Run 1, clock wiring as the flow saved it:
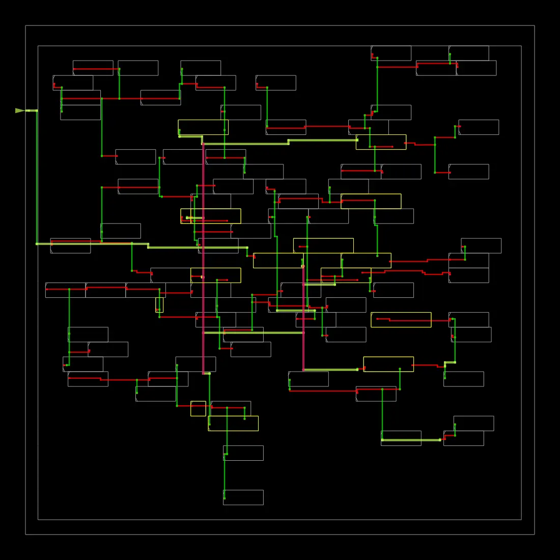
Run 1, signal metal coverage by tile:
Drawn at 4 px/um. The die is cut into 19 by 19 equal tiles; black is low, pale yellow is high, scaled to the fullest tile. Values are wire area over tile area, all layers added.
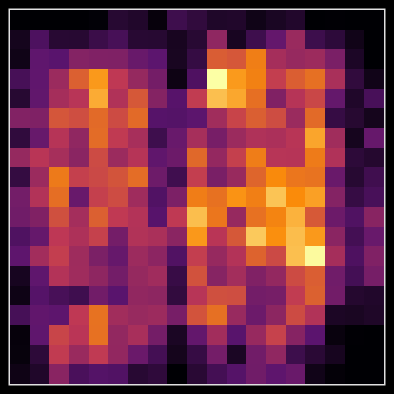
Run 1, signal wires on met3:
Drawn at 4 px/um.
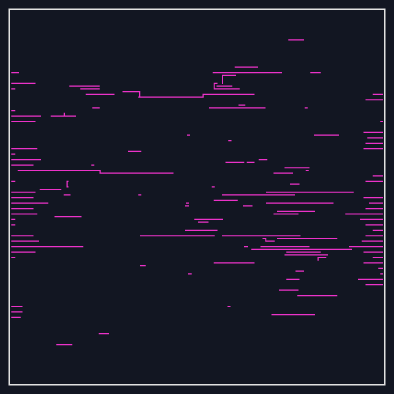
[src/rtl/hazard_pkg.sv]
// Shared constants for the pipeline hazard/control unit.
package hazard_pkg;

    // Memory-wait supervisor FSM encodings
    localparam logic [1:0] ST_RUN      = 2'b00;
    localparam logic [1:0] ST_MEM_WAIT = 2'b01;
    localparam logic [1:0] ST_FAULT    = 2'b10;

    // Operand forward selects as seen by the EX-stage operand muxes
    localparam logic [1:0] FWD_RF  = 2'b00;
    localparam logic [1:0] FWD_WB  = 2'b01;
    localparam logic [1:0] FWD_MEM = 2'b10;

    // ResultSrc value that identifies a load sitting in EX
    localparam logic [1:0] RESULTSRC_LOAD = 2'b01;

endpackage

[src/rtl/hazard_ctrl_if.sv]
// Bundle of pipeline-side signals exchanged with the hazard/control unit.
// The master side is the datapath, the slave side is hazard_ctrl.
interface hazard_ctrl_if #(
    parameter int REG_ADDR_WIDTH  = 5,
    parameter int RESULTSRC_WIDTH = 2,
    parameter int CNT_WIDTH       = 32
);
    logic [REG_ADDR_WIDTH-1:0]  rs1_D;
    logic [REG_ADDR_WIDTH-1:0]  rs2_D;
    logic [REG_ADDR_WIDTH-1:0]  rs1_E;
    logic [REG_ADDR_WIDTH-1:0]  rs2_E;
    logic [REG_ADDR_WIDTH-1:0]  rd_E;
    logic [REG_ADDR_WIDTH-1:0]  rd_M;
    logic [REG_ADDR_WIDTH-1:0]  rd_W;
    logic [RESULTSRC_WIDTH-1:0] ResultSrc_E;
    logic                       RegWrite_M;
    logic                       RegWrite_W;
    logic                       PCSrc_E;
    logic                       mem_req_M;
    logic                       mem_ready_M;

    logic                       Stall_F;
    logic                       Stall_D;
    logic                       Stall_E;
    logic                       Stall_M;
    logic                       Flush_D;
    logic                       Flush_E;
    logic                       Flush_W;
    logic [1:0]                 ForwardA_E;
    logic [1:0]                 ForwardB_E;
    logic                       mem_timeout;
    logic [CNT_WIDTH-1:0]       stall_cnt;
    logic [CNT_WIDTH-1:0]       flush_cnt;

    modport master (
        output rs1_D, rs2_D, rs1_E, rs2_E, rd_E, rd_M, rd_W,
               ResultSrc_E, RegWrite_M, RegWrite_W, PCSrc_E,
               mem_req_M, mem_ready_M,
        input  Stall_F, Stall_D, Stall_E, Stall_M,
               Flush_D, Flush_E, Flush_W,
               ForwardA_E, ForwardB_E,
               mem_timeout, stall_cnt, flush_cnt
    );

    modport slave (
        input  rs1_D, rs2_D, rs1_E, rs2_E, rd_E, rd_M, rd_W,
               ResultSrc_E, RegWrite_M, RegWrite_W, PCSrc_E,
               mem_req_M, mem_ready_M,
        output Stall_F, Stall_D, Stall_E, Stall_M,
               Flush_D, Flush_E, Flush_W,
               ForwardA_E, ForwardB_E,
               mem_timeout, stall_cnt, flush_cnt
    );

endinterface

[src/rtl/hazard_fwd_unit.sv]
// Forwarding comparator for one EX-stage source operand.
// The younger MEM-stage result wins over the WB-stage result; x0 is never forwarded.
module hazard_fwd_unit #(
    parameter int REG_ADDR_WIDTH = 5
) (
    input  logic [REG_ADDR_WIDTH-1:0] rs_E,
    input  logic [REG_ADDR_WIDTH-1:0] rd_M,
    input  logic [REG_ADDR_WIDTH-1:0] rd_W,
    input  logic                      RegWrite_M,
    input  logic                      RegWrite_W,
    output logic [1:0]                fwd_sel
);
    import hazard_pkg::*;

    // Pick the newest in-flight producer of rs_E, falling back to the register file
    always_comb begin
        fwd_sel = FWD_RF;
        if (RegWrite_M && (rd_M != '0) && (rd_M == rs_E)) begin
            fwd_sel = FWD_MEM;
        end else if (RegWrite_W && (rd_W != '0) && (rd_W == rs_E)) begin
            fwd_sel = FWD_WB;
        end
    end

endmodule

[src/rtl/hazard_ctrl.sv]
// Central hazard and pipeline-control unit for the 5-stage core: forwarding,
// load-use interlock, redirect flushing and data-memory wait supervision.
module hazard_ctrl #(
    parameter int                         REG_ADDR_WIDTH  = 5,
    parameter int                         RESULTSRC_WIDTH = 2,
    parameter logic [RESULTSRC_WIDTH-1:0] RESULTSRC_LOAD  = RESULTSRC_WIDTH'(hazard_pkg::RESULTSRC_LOAD),
    parameter int                         MEM_TIMEOUT     = 64,
    parameter int                         CNT_WIDTH       = 32
) (
    input  logic          clk,
    input  logic          rst,
    hazard_ctrl_if.slave  hif
);
    import hazard_pkg::*;

    localparam int                WAIT_W    = $clog2(MEM_TIMEOUT) + 1;
    localparam logic [WAIT_W-1:0] WAIT_LAST = WAIT_W'(MEM_TIMEOUT - 1);

    logic [1:0]           state_q, state_d;
    logic [WAIT_W-1:0]    wait_cnt_q, wait_cnt_d;
    logic [CNT_WIDTH-1:0] stall_cnt_q, stall_cnt_d;
    logic [CNT_WIDTH-1:0] flush_cnt_q, flush_cnt_d;
    logic                 mem_timeout_q, mem_timeout_d;

    logic [1:0] fwd_a, fwd_b;
    logic       lw_stall, mem_stall, redirect;
    logic       stall_f, stall_d, stall_e, stall_m;
    logic       flush_d, flush_e, flush_w;

    hazard_fwd_unit #(.REG_ADDR_WIDTH(REG_ADDR_WIDTH)) u_fwd_a (
        .rs_E       (hif.rs1_E),
        .rd_M       (hif.rd_M),
        .rd_W       (hif.rd_W),
        .RegWrite_M (hif.RegWrite_M),
        .RegWrite_W (hif.RegWrite_W),
        .fwd_sel    (fwd_a)
    );

    hazard_fwd_unit #(.REG_ADDR_WIDTH(REG_ADDR_WIDTH)) u_fwd_b (
        .rs_E       (hif.rs2_E),
        .rd_M       (hif.rd_M),
        .rd_W       (hif.rd_W),
        .RegWrite_M (hif.RegWrite_M),
        .RegWrite_W (hif.RegWrite_W),
        .fwd_sel    (fwd_b)
    );

    // Hazard detection; the memory stall is combinational so the first wait cycle freezes immediately
    always_comb begin
        lw_stall  = (hif.ResultSrc_E == RESULTSRC_LOAD) && (hif.rd_E != '0) &&
                    ((hif.rd_E == hif.rs1_D) || (hif.rd_E == hif.rs2_D));
        mem_stall = ((state_q == ST_RUN)      && hif.mem_req_M && !hif.mem_ready_M) ||
                    ((state_q == ST_MEM_WAIT) && !hif.mem_ready_M) ||
                    (state_q == ST_FAULT);
    end

    // Prioritised stall/flush generation: reset, memory freeze, redirect, load-use
    always_comb begin
        stall_f  = 1'b0;
        stall_d  = 1'b0;
        stall_e  = 1'b0;
        stall_m  = 1'b0;
        flush_d  = 1'b0;
        flush_e  = 1'b0;
        flush_w  = 1'b0;
        redirect = 1'b0;
        if (rst) begin
            flush_d = 1'b1;
            flush_e = 1'b1;
            flush_w = 1'b1;
        end else if (mem_stall) begin
            // A redirect held in the frozen EX stage is serviced once the freeze lifts
            stall_f = 1'b1;
            stall_d = 1'b1;
            stall_e = 1'b1;
            stall_m = 1'b1;
            flush_w = 1'b1;
        end else if (hif.PCSrc_E) begin
            // The load-use dependent sits in ID and is flushed anyway, so no interlock
            flush_d  = 1'b1;
            flush_e  = 1'b1;
            redirect = 1'b1;
        end else if (lw_stall) begin
            stall_f = 1'b1;
            stall_d = 1'b1;
            flush_e = 1'b1;
        end
    end

    // Memory-wait supervisor: RUN -> MEM_WAIT on an unfinished access, FAULT on timeout
    always_comb begin
        state_d    = state_q;
        wait_cnt_d = wait_cnt_q;
        case (state_q)
            ST_RUN: begin
                if (hif.mem_req_M && !hif.mem_ready_M) begin
                    state_d    = ST_MEM_WAIT;
                    wait_cnt_d = '0;
                end
            end
            ST_MEM_WAIT: begin
                wait_cnt_d = wait_cnt_q + 1'b1;
                if (hif.mem_ready_M) begin
                    state_d = ST_RUN;
                end else if (wait_cnt_q == WAIT_LAST) begin
                    state_d = ST_FAULT;
                end
            end
            ST_FAULT: begin
                state_d = ST_FAULT;
            end
            default: begin
                state_d = ST_RUN;
            end
        endcase
        mem_timeout_d = (state_d == ST_FAULT);
    end

    // Saturating performance counters for stalled cycles and redirect flushes
    always_comb begin
        stall_cnt_d = stall_cnt_q;
        flush_cnt_d = flush_cnt_q;
        if (stall_f && (stall_cnt_q != '1)) begin
            stall_cnt_d = stall_cnt_q + CNT_WIDTH'(1);
        end
        if (redirect && (flush_cnt_q != '1)) begin
            flush_cnt_d = flush_cnt_q + CNT_WIDTH'(1);
        end
    end

    // State, wait counter, fault flag and counters, all cleared by synchronous reset
    always_ff @(posedge clk) begin
        if (rst) begin
            state_q       <= ST_RUN;
            wait_cnt_q    <= '0;
            stall_cnt_q   <= '0;
            flush_cnt_q   <= '0;
            mem_timeout_q <= 1'b0;
        end else begin
            state_q       <= state_d;
            wait_cnt_q    <= wait_cnt_d;
            stall_cnt_q   <= stall_cnt_d;
            flush_cnt_q   <= flush_cnt_d;
            mem_timeout_q <= mem_timeout_d;
        end
    end

    assign hif.Stall_F     = stall_f;
    assign hif.Stall_D     = stall_d;
    assign hif.Stall_E     = stall_e;
    assign hif.Stall_M     = stall_m;
    assign hif.Flush_D     = flush_d;
    assign hif.Flush_E     = flush_e;
    assign hif.Flush_W     = flush_w;
    assign hif.ForwardA_E  = rst ? FWD_RF : fwd_a;
    assign hif.ForwardB_E  = rst ? FWD_RF : fwd_b;
    assign hif.mem_timeout = mem_timeout_q;
    assign hif.stall_cnt   = stall_cnt_q;
    assign hif.flush_cnt   = flush_cnt_q;

endmodule

[src/flat_wrapper.sv]
// flat-port wrapper written by rule: the top's interface ports become plain ports
module hazard_ctrl_flat import hazard_pkg::*;
#(
    parameter int                         REG_ADDR_WIDTH  = 5,
    parameter int                         RESULTSRC_WIDTH = 2,
    parameter logic [RESULTSRC_WIDTH-1:0] RESULTSRC_LOAD  = RESULTSRC_WIDTH'(hazard_pkg::RESULTSRC_LOAD),
    parameter int                         MEM_TIMEOUT     = 64,
    parameter int                         CNT_WIDTH       = 32
)
  (clk, rst, hif_rs1_D, hif_rs2_D, hif_rs1_E, hif_rs2_E, hif_rd_E, hif_rd_M, hif_rd_W, hif_ResultSrc_E, hif_RegWrite_M, hif_RegWrite_W, hif_PCSrc_E, hif_mem_req_M, hif_mem_ready_M, hif_Stall_F, hif_Stall_D, hif_Stall_E, hif_Stall_M, hif_Flush_D, hif_Flush_E, hif_Flush_W, hif_ForwardA_E, hif_ForwardB_E, hif_mem_timeout, hif_stall_cnt, hif_flush_cnt);
  hazard_ctrl_if #(.REG_ADDR_WIDTH(REG_ADDR_WIDTH), .RESULTSRC_WIDTH(RESULTSRC_WIDTH), .CNT_WIDTH(CNT_WIDTH)) hif_i ();
  input  logic clk;
  input  logic rst;
  input wire logic [$bits(hif_i.rs1_D)-1:0] hif_rs1_D;
  input wire logic [$bits(hif_i.rs2_D)-1:0] hif_rs2_D;
  input wire logic [$bits(hif_i.rs1_E)-1:0] hif_rs1_E;
  input wire logic [$bits(hif_i.rs2_E)-1:0] hif_rs2_E;
  input wire logic [$bits(hif_i.rd_E)-1:0] hif_rd_E;
  input wire logic [$bits(hif_i.rd_M)-1:0] hif_rd_M;
  input wire logic [$bits(hif_i.rd_W)-1:0] hif_rd_W;
  input wire logic [$bits(hif_i.ResultSrc_E)-1:0] hif_ResultSrc_E;
  input wire logic [$bits(hif_i.RegWrite_M)-1:0] hif_RegWrite_M;
  input wire logic [$bits(hif_i.RegWrite_W)-1:0] hif_RegWrite_W;
  input wire logic [$bits(hif_i.PCSrc_E)-1:0] hif_PCSrc_E;
  input wire logic [$bits(hif_i.mem_req_M)-1:0] hif_mem_req_M;
  input wire logic [$bits(hif_i.mem_ready_M)-1:0] hif_mem_ready_M;
  output wire logic [$bits(hif_i.Stall_F)-1:0] hif_Stall_F;
  output wire logic [$bits(hif_i.Stall_D)-1:0] hif_Stall_D;
  output wire logic [$bits(hif_i.Stall_E)-1:0] hif_Stall_E;
  output wire logic [$bits(hif_i.Stall_M)-1:0] hif_Stall_M;
  output wire logic [$bits(hif_i.Flush_D)-1:0] hif_Flush_D;
  output wire logic [$bits(hif_i.Flush_E)-1:0] hif_Flush_E;
  output wire logic [$bits(hif_i.Flush_W)-1:0] hif_Flush_W;
  output wire logic [$bits(hif_i.ForwardA_E)-1:0] hif_ForwardA_E;
  output wire logic [$bits(hif_i.ForwardB_E)-1:0] hif_ForwardB_E;
  output wire logic [$bits(hif_i.mem_timeout)-1:0] hif_mem_timeout;
  output wire logic [$bits(hif_i.stall_cnt)-1:0] hif_stall_cnt;
  output wire logic [$bits(hif_i.flush_cnt)-1:0] hif_flush_cnt;
  assign hif_i.rs1_D = hif_rs1_D;
  assign hif_i.rs2_D = hif_rs2_D;
  assign hif_i.rs1_E = hif_rs1_E;
  assign hif_i.rs2_E = hif_rs2_E;
  assign hif_i.rd_E = hif_rd_E;
  assign hif_i.rd_M = hif_rd_M;
  assign hif_i.rd_W = hif_rd_W;
  assign hif_i.ResultSrc_E = hif_ResultSrc_E;
  assign hif_i.RegWrite_M = hif_RegWrite_M;
  assign hif_i.RegWrite_W = hif_RegWrite_W;
  assign hif_i.PCSrc_E = hif_PCSrc_E;
  assign hif_i.mem_req_M = hif_mem_req_M;
  assign hif_i.mem_ready_M = hif_mem_ready_M;
  assign hif_Stall_F = hif_i.Stall_F;
  assign hif_Stall_D = hif_i.Stall_D;
  assign hif_Stall_E = hif_i.Stall_E;
  assign hif_Stall_M = hif_i.Stall_M;
  assign hif_Flush_D = hif_i.Flush_D;
  assign hif_Flush_E = hif_i.Flush_E;
  assign hif_Flush_W = hif_i.Flush_W;
  assign hif_ForwardA_E = hif_i.ForwardA_E;
  assign hif_ForwardB_E = hif_i.ForwardB_E;
  assign hif_mem_timeout = hif_i.mem_timeout;
  assign hif_stall_cnt = hif_i.stall_cnt;
  assign hif_flush_cnt = hif_i.flush_cnt;
  hazard_ctrl #(.REG_ADDR_WIDTH(REG_ADDR_WIDTH), .RESULTSRC_WIDTH(RESULTSRC_WIDTH), .RESULTSRC_LOAD(RESULTSRC_LOAD), .MEM_TIMEOUT(MEM_TIMEOUT), .CNT_WIDTH(CNT_WIDTH)) u_core (.clk(clk), .rst(rst), .hif(hif_i));
endmodule
[config.mk]
export PLATFORM = sky130hd
export DESIGN_NAME = hazard_ctrl_flat
export DESIGN_NICKNAME = d
export VERILOG_FILES = /design/src/rtl/hazard_pkg.sv /design/src/rtl/hazard_ctrl_if.sv /design/src/rtl/hazard_fwd_unit.sv /design/src/rtl/hazard_ctrl.sv /design/src/flat_wrapper.sv
export SDC_FILE = /design/constraint.sdc
export NUM_CORES = 1
export LEC_CHECK = 0
export ABC_CLOCK_PERIOD_IN_PS = 4920
export CORE_MARGIN = 2
export CORE_UTILIZATION = 52
export CTS_BUF_LIST = sky130_fd_sc_hd__clkbuf_16
export CTS_CLUSTER_DIAMETER = 150
export DETAILED_ROUTE_END_ITERATION = 7
export GPL_TIMING_DRIVEN = 0
export PLACE_DENSITY = 0.84
export SYNTH_ARGS = -nofsm -noshare
export SYNTH_HDL_FRONTEND = slang
export SYNTH_SLANG_ARGS = --single-unit
export TNS_END_PERCENT = 10
[constraint.sdc]
create_clock -name clk -period 4.92 [get_ports clk]
set_clock_uncertainty 0.05 [all_clocks]
set_input_delay 1.476 -clock clk [delete_from_list [all_inputs] [get_ports clk]]
set_output_delay 1.476 -clock clk [all_outputs]
set_load 0.03 [all_outputs]
==> metrics.csv, run 1 <==
stage,metric,value,unit
final_layout,comb_share,0.437,
final_layout,regArea,1480,sq um
cts,cts_setup_buffers,1,
floorplan,coreArea,7730,sq um
final_layout,postLayoutCoreUtil,0.758,
drt,viasPerCell,6.00,
final_layout,fillers,555,
place,dpl.hpwl,8780,um
synthesis,yosys_warnings,0,
final_timing,rsz0062_at_grt,true,
synthesis,top_area_frac,0.356,
global_routing,grt_use_met2,0.506,
final_timing,fmax,204,MHz
final_timing,hold_viol_final,0,
final_layout,comb_cells,403,
outcome,status,completed,
cts,cts.sinks,74,
synthesis,ys_async_sr_fraction,0,
final_layout,area_growth,40.7,%
cts,ctsRootBufferMaster,clkbuf_16,
drt,first_pass_iters,5,
synthesis,syn_inst,516,
drt,antenna_left,0,
cts,cts_hold_buf,0,
run,cap_violations,0,
power_and_ir_drop,power.total,0.00150,W
final_timing,worst_pin_slew,1.12,ns
worst_setup_path,path_class,in2out,
final_layout,layout_top_cell,clkdlybuf4s50_1,
synthesis,synth_top_cell_by_count,dfxtp_1,
floorplan,initCoreUtil,0.539,
cts,ctsResizeCount,27,
final_layout,logic_area,2560,sq um
final_layout,sh_seq_area,0.253,
final_layout,n_antenna_cell,0,
place,io_buffers,119,
final_timing,setup_viol,0,
place,placed_cell_area,5480,sq um
global_routing,grt_max_degree,13,
worst_setup_path,crit_fanout,4,
synthesis,avgSynthCellArea,8.07,sq um
final_layout,buffers,149,
floorplan,tapCellCount,102,
floorplan,rows,32,
synthesis,ys_area,4170,sq um
worst_setup_path,arrival,3.37,ns
synthesis,fp_nets,563,
synthesis,top_cells_by_count,"74 x dfxtp_1, 54 x nor2_1, 40 x a21oi_1",
Back to the opening pictures, 'clock wiring as the flow saved it':
Clock Latency Late Sink: 0.33 ns
flip-flops: 74

Back to the opening pictures, 'signal metal coverage by tile':
tiles over half the peak: 27%
mean over tiles: 0.22
fullest tile: 0.62
nearly empty tiles: 6.1%

Back to the opening pictures, 'signal wires on met3':
longest straight run: 24.8 um
main direction: horizontal
nets with wire on the layer: 101
share of all routed wire: 5.6%
wire length on this layer: 688 um
Vias: 4521
met3 Track Usage GR: 0.0508

## run 1: cells by family (layout without fill, tap and decap cells)
group                      count (synthesis)  count (layout)  synth area share
AOI/OAI and AO/OA                         95              95             0.141
muxes                                      5               5            0.0123
buffers and inverters                     39             175            0.0393
and+or+nand+nor                          243             243             0.322
adders and majority gates                  3               3           0.00901
xor gates and xnor gates                  57              57             0.120
DFF                                       74              74             0.356
## run 1: worst max-delay path: stages
cell and delay, ns:
clkdlybuf4s50_1 0.49, or4_4 0.57, o21ai_2 0.19, nor3_1 0.08
nor4_1 0.34, buf_4 0.22
## run 1: state kept, by name (all words and copies together), names as in the netlist
register and cells:
u_core.state_q 2, u_core.hif.mem_timeout 1, u_core.hif.stall_cnt 32, u_core.hif.flush_cnt 32
u_core.wait_cnt_q 7
## run 1: per-layer routing
layer | part of all wire | vias to the layer above
li1 | - | 2191
met1 | 0.41 | 2126
met2 | 0.51 | 179
met3 | 0.056 | 25
met4 | 0.018 | 0
met5 | 0 | -
## run 1: worst paths after layout
check	from	cells after the start	end
min	u_core.wait_cnt_q[3]$_SDFFE_PP0P_	1	u_core.wait_cnt_q[3]$_SDFFE_PP0P_
min reg2reg	u_core.wait_cnt_q[3]$_SDFFE_PP0P_	1	u_core.wait_cnt_q[3]$_SDFFE_PP0P_
max reg2reg	u_core.hif.stall_cnt[18]$_SDFFE_PP0P_	8	u_core.hif.stall_cnt[0]$_SDFFE_PP0P_
max	hif_rd_M[0]	6	hif_ForwardA_E[0]
## run 1: power by group
group          internal, W  leakage, nW  switching (W)
Combinational    0.0000693         1.11      0.0000805
Sequential        0.000602        0.596     0.00000359
Clock             0.000490        0.159       0.000250
Total              0.00116         1.87       0.000334
==> run 2: changes to the inputs <==
- GPL_ROUTABILITY_DRIVEN: default -> 0
==> metrics.csv, run 2 <==
stage,metric,value,unit,change
outcome,status,completed,,
synthesis,logic_family,simple AND/OR/NAND/NOR gates,,
floorplan,initCoreUtil,0.539,,unchanged
drt,drt-met1-wl,5040,um,unchanged
cts,ctsRootBufferMaster,clkbuf_16,,
synthesis,muxShareOfSynthArea,0.0123,,unchanged
place,placed_cell_area,5480,sq um,unchanged
cts,cts_setup_buffers,1,,unchanged
synthesis,synth-xor-area-share,0.120,,unchanged
final_layout,n_antenna_cell,0,,unchanged
synthesis,syn_inst,516,,unchanged
power_and_ir_drop,seq-power,0.000606,W,about the same
synthesis,ys.flop_type,dfxtp_1,,
place,dpl.hpwl,8780,um,unchanged
power_and_ir_drop,swShare,0.223,,unchanged
final_timing,rsz0062_at_grt,true,,
final_timing,setup_viol,0,,unchanged
cts,clk_latency,0.33,ns,about the same
synthesis,synth_top_cell_by_count,dfxtp_1,,
power_and_ir_drop,p_seq_frac,0.405,,about the same
drt,vias,4521,,unchanged
synthesis,ys_area,4170,sq um,unchanged
place,io_buffers,119,,unchanged
worst_setup_path,cp-end-kind,output port,,
global_routing,grt_use_met2,0.506,,unchanged
drt,met2WireLength,6270,um,unchanged
drt,top_layer_used,met4,,
synthesis,avgSynthCellArea,8.07,sq um,unchanged
drt,antenna_left,0,,unchanged
final_timing,worst_pin_slew,1.12,ns,unchanged
power_and_ir_drop,p_int,0.00116,W,unchanged
synthesis,ys_sh_adder,0.00901,,unchanged
worst_setup_path,crit_fanout,4,,unchanged
power_and_ir_drop,p_sw,0.000334,W,unchanged
cts,ctsResizeCount,27,,unchanged
final_timing,hold_viol_final,0,,unchanged
worst_setup_path,arrival,3.37,ns,about the same
floorplan,rows,32,,unchanged
global_routing,overflow,0,,
drt,routed-wl-met3,687,um,unchanged
final_layout,regArea,1480,sq um,unchanged
power_and_ir_drop,combPwrFrac,0.100,,about the same
floorplan,coreArea,7730,sq um,unchanged
final_layout,logic_area,2560,sq um,unchanged
worst_setup_path,path_class,in2out,,
global_routing,grt_max_degree,13,,unchanged
synthesis,fp_nets,563,,unchanged
drt,viasPerCell,6.00,,unchanged
synthesis,ys_sh_aoi,0.141,,unchanged
synthesis,top_area_frac,0.356,,unchanged
synthesis,synthSimpleGateAreaFrac,0.322,,unchanged
drt,first_pass_iters,5,,unchanged
final_layout,area_growth,40.7,%,unchanged
synthesis,ys_seq_share,0.356,,
global_routing,use_met3,0.0508,,unchanged
run,cap_violations,0,,unchanged
final_layout,layout_top_cell,clkdlybuf4s50_1,,
synthesis,yosys_warnings,0,,unchanged
synthesis,netlist_area,4170,sq um,
drt,wl_per_cell,16.2,um,
final_timing,fmax,204,MHz,unchanged
power_and_ir_drop,power_leader,clock,,
final_timing,maxSlewViolCount,0,,
power_and_ir_drop,p_clk_frac,0.495,,about the same
power_and_ir_drop,combinationalPower,0.000150,W,about the same
run 2: cell counts in the layout (fill, tap and decap cells not counted):
No cell type changed its count.
run 2: worst max-delay path, stage by stage:
cell and delay (ns):
clkdlybuf4s50_1 0.49, or4_4 0.57, o21ai_2 0.19, nor3_1 0.08, nor4_1 0.34, buf_4 0.22
run 2: per-stage QoR:
stage / setup TNS (ns) / utilization / power, W / worst slack [ns] / instances
final: 0 / 0.758 / 0.00150 / 0.0203 / 754
after global routing: -0.122 / 0.758 / 0.00154 / -0.0942 / 754
after CTS: -0.189 / 0.754 / 0.00149 / -0.122 / 752
after detailed placement: -4.17 / 0.710 / 0.000762 / -0.822 / 737
after global placement: -3.88 / 0.710 / 0.000758 / -0.837 / 737
after floorplan: 0 / - / 0.000690 / 0.00261 / 516
run 2: path summary, 6_finish.rpt:
check | startpoint | endpoint | slack, ns | depth (start not counted)
worst min-delay path | u_core.wait_cnt_q[3]$_SDFFE_PP0P_ | u_core.wait_cnt_q[3]$_SDFFE_PP0P_ | 0.44 | 1
worst max-delay path | hif_rd_M[0] | hif_ForwardA_E[0] | 0.02 | 6
worst max register to register | u_core.hif.stall_cnt[18]$_SDFFE_PP0P_ | u_core.hif.stall_cnt[0]$_SDFFE_PP0P_ | 2.11 | 8
worst min register to register | u_core.wait_cnt_q[3]$_SDFFE_PP0P_ | u_core.wait_cnt_q[3]$_SDFFE_PP0P_ | 0.44 | 1
run 2: area by class of cell:
cell class / instances / area share
Buffer: 27 / 0.0214
Tap cell: 102 / 0.0218
Inverter: 11 / 0.00769
Sequential cell: 74 / 0.253
Clock inverter: 6 / 0.0182
Multi-Input combinational cell: 403 / 0.437
Timing Repair Buffer: 122 / 0.203
Clock buffer: 9 / 0.0384
Run 2, clock wiring as the flow saved it:
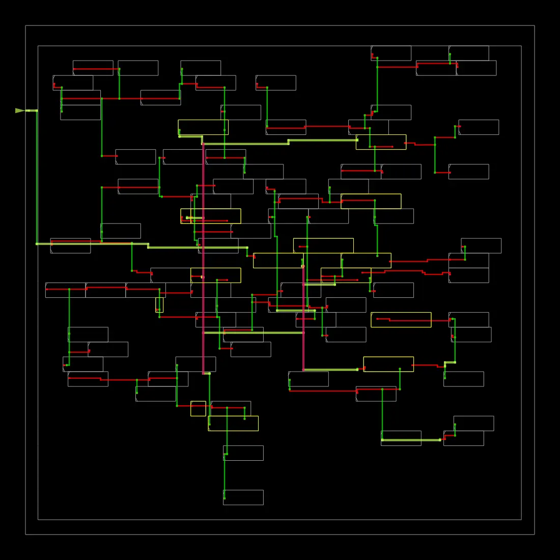
clk sinks: 74
Clk power: 0.000740 W
TritonCTS Buffers: 9
clock buffers: 9

==> run 3: changes to the inputs <==
- CTS_CLUSTER_DIAMETER: 150 -> 80
==> metrics.csv, run 3 <==
stage,metric,value,unit,change
outcome,status,completed,,
power_and_ir_drop,seq-power,0.000606,W,about the same
synthesis,muxShareOfSynthArea,0.0123,,unchanged
synthesis,ys_area,4170,sq um,unchanged
final_timing,hold_viol_final,0,,unchanged
synthesis,ys_seq_share,0.356,,unchanged
place,io_buffers,119,,unchanged
synthesis,ys_sh_aoi,0.141,,unchanged
worst_setup_path,reg2reg_depth,8,,unchanged
final_layout,fin_cells,754,,unchanged
synthesis,logic_family,simple AND/OR/NAND/NOR gates,,
cts,numCtsBuffers,9,,unchanged
floorplan,coreArea,7730,sq um,unchanged
synthesis,synth-xor-area-share,0.120,,unchanged
final_timing,tns,0,ns,unchanged
place,place_inst,737,,unchanged
drt,wl_per_cell,16.2,um,unchanged
final_timing,fin_ws,0.0203,ns,unchanged
place,placed_cell_area,5480,sq um,unchanged
drt,vias,4521,,unchanged
floorplan,initCoreUtil,0.539,,unchanged
place,post-place-ws,-0.822,ns,unchanged
power_and_ir_drop,combinationalPower,0.000150,W,about the same
drt,first_pass_iters,5,,unchanged
synthesis,avgSynthCellArea,8.07,sq um,unchanged
final_layout,area_growth,40.7,%,unchanged
power_and_ir_drop,combPwrFrac,0.100,,about the same
worst_setup_path,crit_fanout,4,,unchanged
synthesis,yosys_warnings,0,,unchanged
power_and_ir_drop,p_sw,0.000334,W,unchanged
global_routing,grt_max_degree,13,,unchanged
final_timing,fmax,204,MHz,unchanged
synthesis,fp_nets,563,,unchanged
cts,ctsRootBufferMaster,clkbuf_16,,
synthesis,ys.flop_type,dfxtp_1,,
power_and_ir_drop,powerClk,0.000740,W,about the same
final_layout,n_antenna_cell,0,,unchanged
worst_setup_path,path_class,in2out,,
[run 3: cell counts after synthesis]
Identical to the previous run, type by type.
[run 3: area by class of cell]
type,instances,area [sq um]
Sequential cell,74,1480
Timing Repair Buffer,122,1190
Clock inverter,6,106
Inverter,11,45.0
Clock buffer,9,225
Fill cell,555,1870
Buffer,27,125
Multi-Input combinational cell,403,2560
Tap cell,102,128
[run 3: repair_timing]
| action | 4_1_cts | 5_1_grt |
|---|---|---|
| endpoints found under the setup margin | 9 | 8 |
| setup buffers | 1 | 2 |
| resized | 27 | 18 |
| pin swaps | 2 | 0 |
[run 3: logic make-up (layout without fill, tap and decap cells)]
group,after synthesis,after routing
simple gates,243,243
compound gates,95,95
flops,74,74
xor+xnor,57,57
buf+inv,39,175
mux,5,5
fa+ha+maj,3,3
[run 3: critical path: stages]
cell	delay, ns
clkdlybuf4s50_1	0.49
or4_4	0.57
o21ai_2	0.19
nor3_1	0.08
nor4_1	0.34
buf_4	0.22
[run 3: path summary, 6_finish.rpt]
check                                        startpoint                                   end  slack (ns)
setup / recovery                            hif_rd_M[0]                     hif_ForwardA_E[0]        0.02
hold / removal        u_core.wait_cnt_q[3]$_SDFFE_PP0P_     u_core.wait_cnt_q[3]$_SDFFE_PP0P_        0.44
setup reg to reg  u_core.hif.stall_cnt[18]$_SDFFE_PP0P_  u_core.hif.stall_cnt[0]$_SDFFE_PP0P_        2.11
hold reg to reg       u_core.wait_cnt_q[3]$_SDFFE_PP0P_     u_core.wait_cnt_q[3]$_SDFFE_PP0P_        0.44
[run 3: metal layers]
layer | vias to the layer above | GRT usage | routed length [um]
met5 | - | 0 | 0
met4 | 0 | 0.126 | 222
met3 | 25 | 0.0508 | 687
met2 | 179 | 0.506 | 6270
met1 | 2126 | 0.343 | 5040
li1 | 2191 | - | -
Run 3, signal wires on met3:
Drawn at 4 px/um.
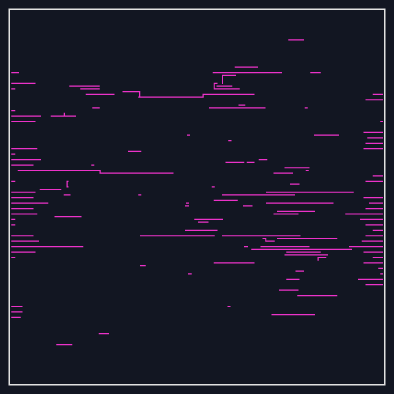
longest straight run: 24.8 um
nets with wire on the layer: 101
share of all routed wire: 5.6%
wire length on this layer: 688 um
Detailed Route WL: 12200 um

No activity file was given, so power comes from the tool's default toggle rates.
